==> config.mk <==
export PLATFORM = sky130hd
export DESIGN_NAME = ram_arbiter_2
export DESIGN_NICKNAME = d
export VERILOG_FILES = /design/src/rtl/ram_arbiter_2.sv
export SDC_FILE = /design/constraint.sdc
export NUM_CORES = 1
export LEC_CHECK = 0
export ABC_AREA = 0
export CAP_MARGIN = 30
export CORE_MARGIN = 5
export CORE_UTILIZATION = 22
export DETAILED_ROUTE_END_ITERATION = 8
export PLACE_DENSITY_LB_ADDON = 0.3
export SLEW_MARGIN = 10
export SYNTH_ARGS = -nofsm -noshare
export SYNTH_HDL_FRONTEND = slang
export SYNTH_SLANG_ARGS = --single-unit
==> constraint.sdc <==
create_clock -name clk -period 1.6 [get_ports clk]
set_clock_uncertainty 0.15 [all_clocks]
set_input_delay 0.32 -clock clk [delete_from_list [all_inputs] [get_ports clk]]
set_output_delay 0.32 -clock clk [all_outputs]
set_load 0.02 [all_outputs]
**Run 1: clock wires, drivers and flops**

(4 px per um)
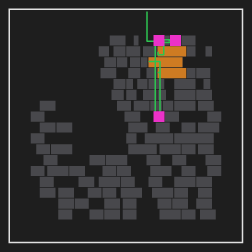
- green: clock wires (length 58.9 um)
- magenta: cells driving clock nets (count 3)
- orange: flip-flops (count 3)
- routed clock nets: 4
Latency at later pin: 0.23 ns
clock power share: 0.234
Power Clock: 133 uW

**Run 1: the metal 1 layer**

(8 px per um) Supply wires on this layer in grey.
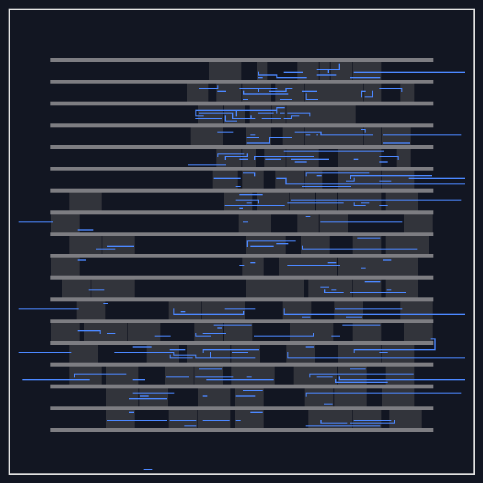
- nets with wire on the layer: 117
- share of all routed wire: 38%
- wire length on this layer: 680 um
- longest straight run: 22.5 um
WL final: 1800 um
met1 Use GR: 0.0988
vias after detailed routing: 550

**Run 1: met3 routing**

(10 px per um)
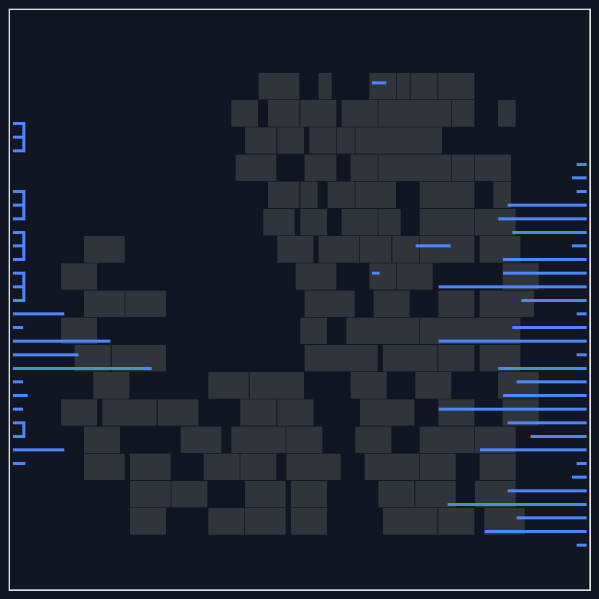
- longest straight run: 14.5 um
- share of all routed wire: 14%
- main direction: horizontal
- nets with wire on the layer: 45
- wire length on this layer: 261 um
met3 Usage GRT: 0.0290

==> run_results.csv, run 1 <==
group,metric,value,unit
run_status,status,"finished, violations left",
run_status,violations,"setup timing",
final_layout,final-clk-cell-share,0.0219,
global_route,grt_max_degree,10,
synth,yosys_most_used_dff,"dfxtp_1",
final_layout,mostFrequentLayoutCells,"clkdlybuf4s50_1 (32), buf_6 (19), mux2_4 (13)",
floorplan,tap_cells,28,
clock_tree,cts_max_path_buffers,2,
timing,slew_headroom,0.926,
synth,synth_chip_area,505,sq um
setup_path,cp_num_cells,6,
timing,fin_crit,2.00,ns
synth,simple_gate_area_frac,0.129,
pwr,power_density,475,nW/um^2
clock_tree,cts_tree,"yes",
routing,antenna_left,0,
final_layout,nets,154,
placement,port_buffers,58,
setup_path,cp_cell_sequence,"nand2_4, and3b_2, buf_12, buf_12, mux2_4, buf_6",
routing,wl_per_cell,13.3,um
routing,drtIter0Drc,3,
synth,synth_seq_share,0.119,
clock_tree,numCtsBuffers,3,
pwr,powerSeq,81.3,uW
pwr,power,571,uW
synth,common_cells,"buf_4 (16), mux2_2 (8), mux2_4 (8)",
routing,viasPerCell,4.07,
final_layout,comb_share,0.282,
clock_tree,clk_pin_slew,0.04,ns
synth,synth_cell_types,16,
final_layout,inv_count,1,
clock_tree,cts_root_buf,"clkbuf_4",
synth,synthArstFlopShare,0,
timing,finalSetupViolCount,19,
floorplan,coreArea,2210,sq um
final_layout,drive_above_1_share,0.589,
final_layout,comb_cells,29,
floorplan,fp.dieH,57.9,um
clock_tree,cts-hold-fix-buffers,0,
final_layout,flops,3,
synth,synth_nets,97,
clock_tree,cts_num_sinks,3,
setup_path,crit_family,"buffers and inverters",
timing,setup_ws,-0.399,ns
clock_tree,htreeDepth,1,
setup_path,rr_worst_depth,7,
synth,synth.top_cell.area_share,0.238,
timing,tightest_slew,0.110,ns
final_layout,lay_top_count,"clkdlybuf4s50_1",
placement,dp_hpwl,1380,um
pwr,power_frac_seq,0.142,
setup_path,crit_fanout,5,
global_route,antenna_found_initial,0,
final_layout,signal_buffers,70,
setup_path,critPathKind,"flop to primary output",
[run 1: timing repair]
item,CTS,global route
setup endpoints to repair,21,21
gates resized,124,23
buffers inserted,5,2
pin swaps,4,4
cloned,2,0
[run 1: per-layer routing]
layer / track usage / vias to the layer above / wire, um
met5: 0 / - / 0
met4: 0.0364 / 0 / 21
met3: 0.0290 / 4 / 260
met2: 0.181 / 42 / 835
met1: 0.0988 / 233 / 679
li1: - / 271 / -
[run 1: through the flow]
step | setup WS, ns | area, sq um | instances | hold WS, ns
after floorplan | -0.0124 | 514 | 51 | 0.242
after global placement | -1.00 | 1030 | 124 | 0.353
after detailed placement | -1.04 | 1030 | 124 | 0.366
after CTS | -0.528 | 1200 | 135 | 0.248
after global routing | -0.441 | 1200 | 135 | 0.262
final | -0.399 | 1200 | 135 | 0.251
## Run 2: what changed since run 1
--- a/config.mk
+++ b/config.mk
@@ -9,6 +9,7 @@
 export CAP_MARGIN = 30
 export CORE_MARGIN = 5
 export CORE_UTILIZATION = 22
+export CTS_CLUSTER_SIZE = 30
 export DETAILED_ROUTE_END_ITERATION = 8
 export PLACE_DENSITY_LB_ADDON = 0.3
 export SLEW_MARGIN = 10
**Run 2: the metal 1 layer**

(8 px per um) Supply wires on this layer in grey.
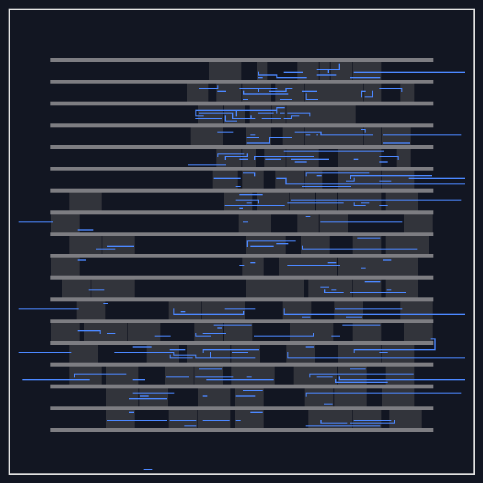
- nets with wire on the layer: 117
- longest straight run: 22.5 um
- share of all routed wire: 38%
- wire length on this layer: 680 um

**Run 2: track usage over the die**

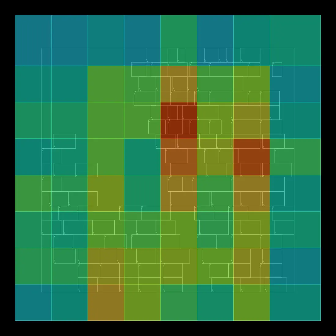
post-layout util: 0.544
met2 usage: 0.181
Most Crowded Layer GR: met2
drt wl/cell: 13.3 um

==> run_results.csv, run 2 <==
group,metric,value,unit
clock_tree,numCtsBuffers,3,
pwr,powerClk,133,uW
pwr,power_density,475,nW/um^2
pwr,power,571,uW
global_route,grt_pass1_vias,567,
final_layout,nets,154,
setup_path,rr_worst_depth,7,
setup_path,crit_fanout,5,
clock_tree,cts_max_path_buffers,2,
timing,tightest_slew,0.110,ns
setup_path,cp_num_cells,6,
routing,viasPerCell,4.07,
clock_tree,cts-hold-fix-buffers,0,
timing,finalSetupViolCount,19,
routing,met1Wirelength,679,um
global_route,use_met1,0.0988,
final_layout,mostFrequentLayoutCells,"clkdlybuf4s50_1 (32), buf_6 (19), mux2_4 (13)",
run_status,violations,"setup timing",
clock_tree,cts_resized,124,
placement,port_buffers,58,
synth,netlist_top_cells_area,"buf_4 (24%), mux2_4 (24%), mux2_2 (18%), dfxtp_1 (12%), buf_12 (4.0%)",
routing,antenna_left,0,
synth,common_cells,"buf_4 (16), mux2_2 (8), mux2_4 (8)",
final_layout,drive_above_1_share,0.589,
routing,route.vias.total,550,
run_status,status,"finished, violations left",
floorplan,fp.dieH,57.9,um
setup_path,critPathKind,"flop to primary output",
clock_tree,clk_pin_slew,0.04,ns
global_route,antenna_found_initial,0,
setup_path,cp_cell_sequence,"nand2_4, and3b_2, buf_12, buf_12, mux2_4, buf_6",
synth,synth.top_cell.area_share,0.238,
routing,wl,1800,um
clock_tree,htreeDepth,1,
timing,fin_crit,2.00,ns
synth,ys_ff,3,
synth,simple_gate_area_frac,0.129,
floorplan,coreArea,2210,sq um
timing,setup_ws,-0.399,ns
pwr,irDropWorstVdd,0.282,mV
pwr,powerSeq,81.3,uW
routing,highest_layer,"met4",
clock_tree,cts_num_sinks,3,
synth,synth_chip_area,505,sq um
synth,yosys_most_used_dff,"dfxtp_1",
timing,hold_ws,0.251,ns
pwr,power_frac_seq,0.142,
synth,synth_seq_share,0.119,
setup_path,cp.required,1.13,ns
placement,dp_hpwl,1380,um
final_layout,lay_top_count,"clkdlybuf4s50_1",
timing,slew_headroom,0.926,
setup_path,crit_family,"buffers and inverters",
clock_tree,cts_root_buf,"clkbuf_4",
routing,met2WireLength,835,um
-- run 2: cell counts in the layout (fill, tap and decap cells not counted) --
Identical to the previous run, type by type.
-- run 2: cell type report --
type                       instances  area share
timing repair buffer              70       0.611
multi-input combinational         29       0.282
sequential                         3      0.0531
tap                               28      0.0291
clock buffer                       4      0.0219
inverter                           1     0.00312
-- run 2: through the flow --
step / worst slack [ns] / TNS, ns / util / std cells / cell area [sq um]
after floorplan: -0.0124 / -0.0994 / - / 51 / 514
after global placement: -1.00 / -18.84 / 0.465 / 124 / 1030
after detailed placement: -1.04 / -19.45 / 0.465 / 124 / 1030
after CTS: -0.528 / -8.02 / 0.541 / 135 / 1200
after global routing: -0.441 / -6.96 / 0.544 / 135 / 1200
final: -0.399 / -6.12 / 0.544 / 135 / 1200
Power is estimated from default activity; no workload was simulated.
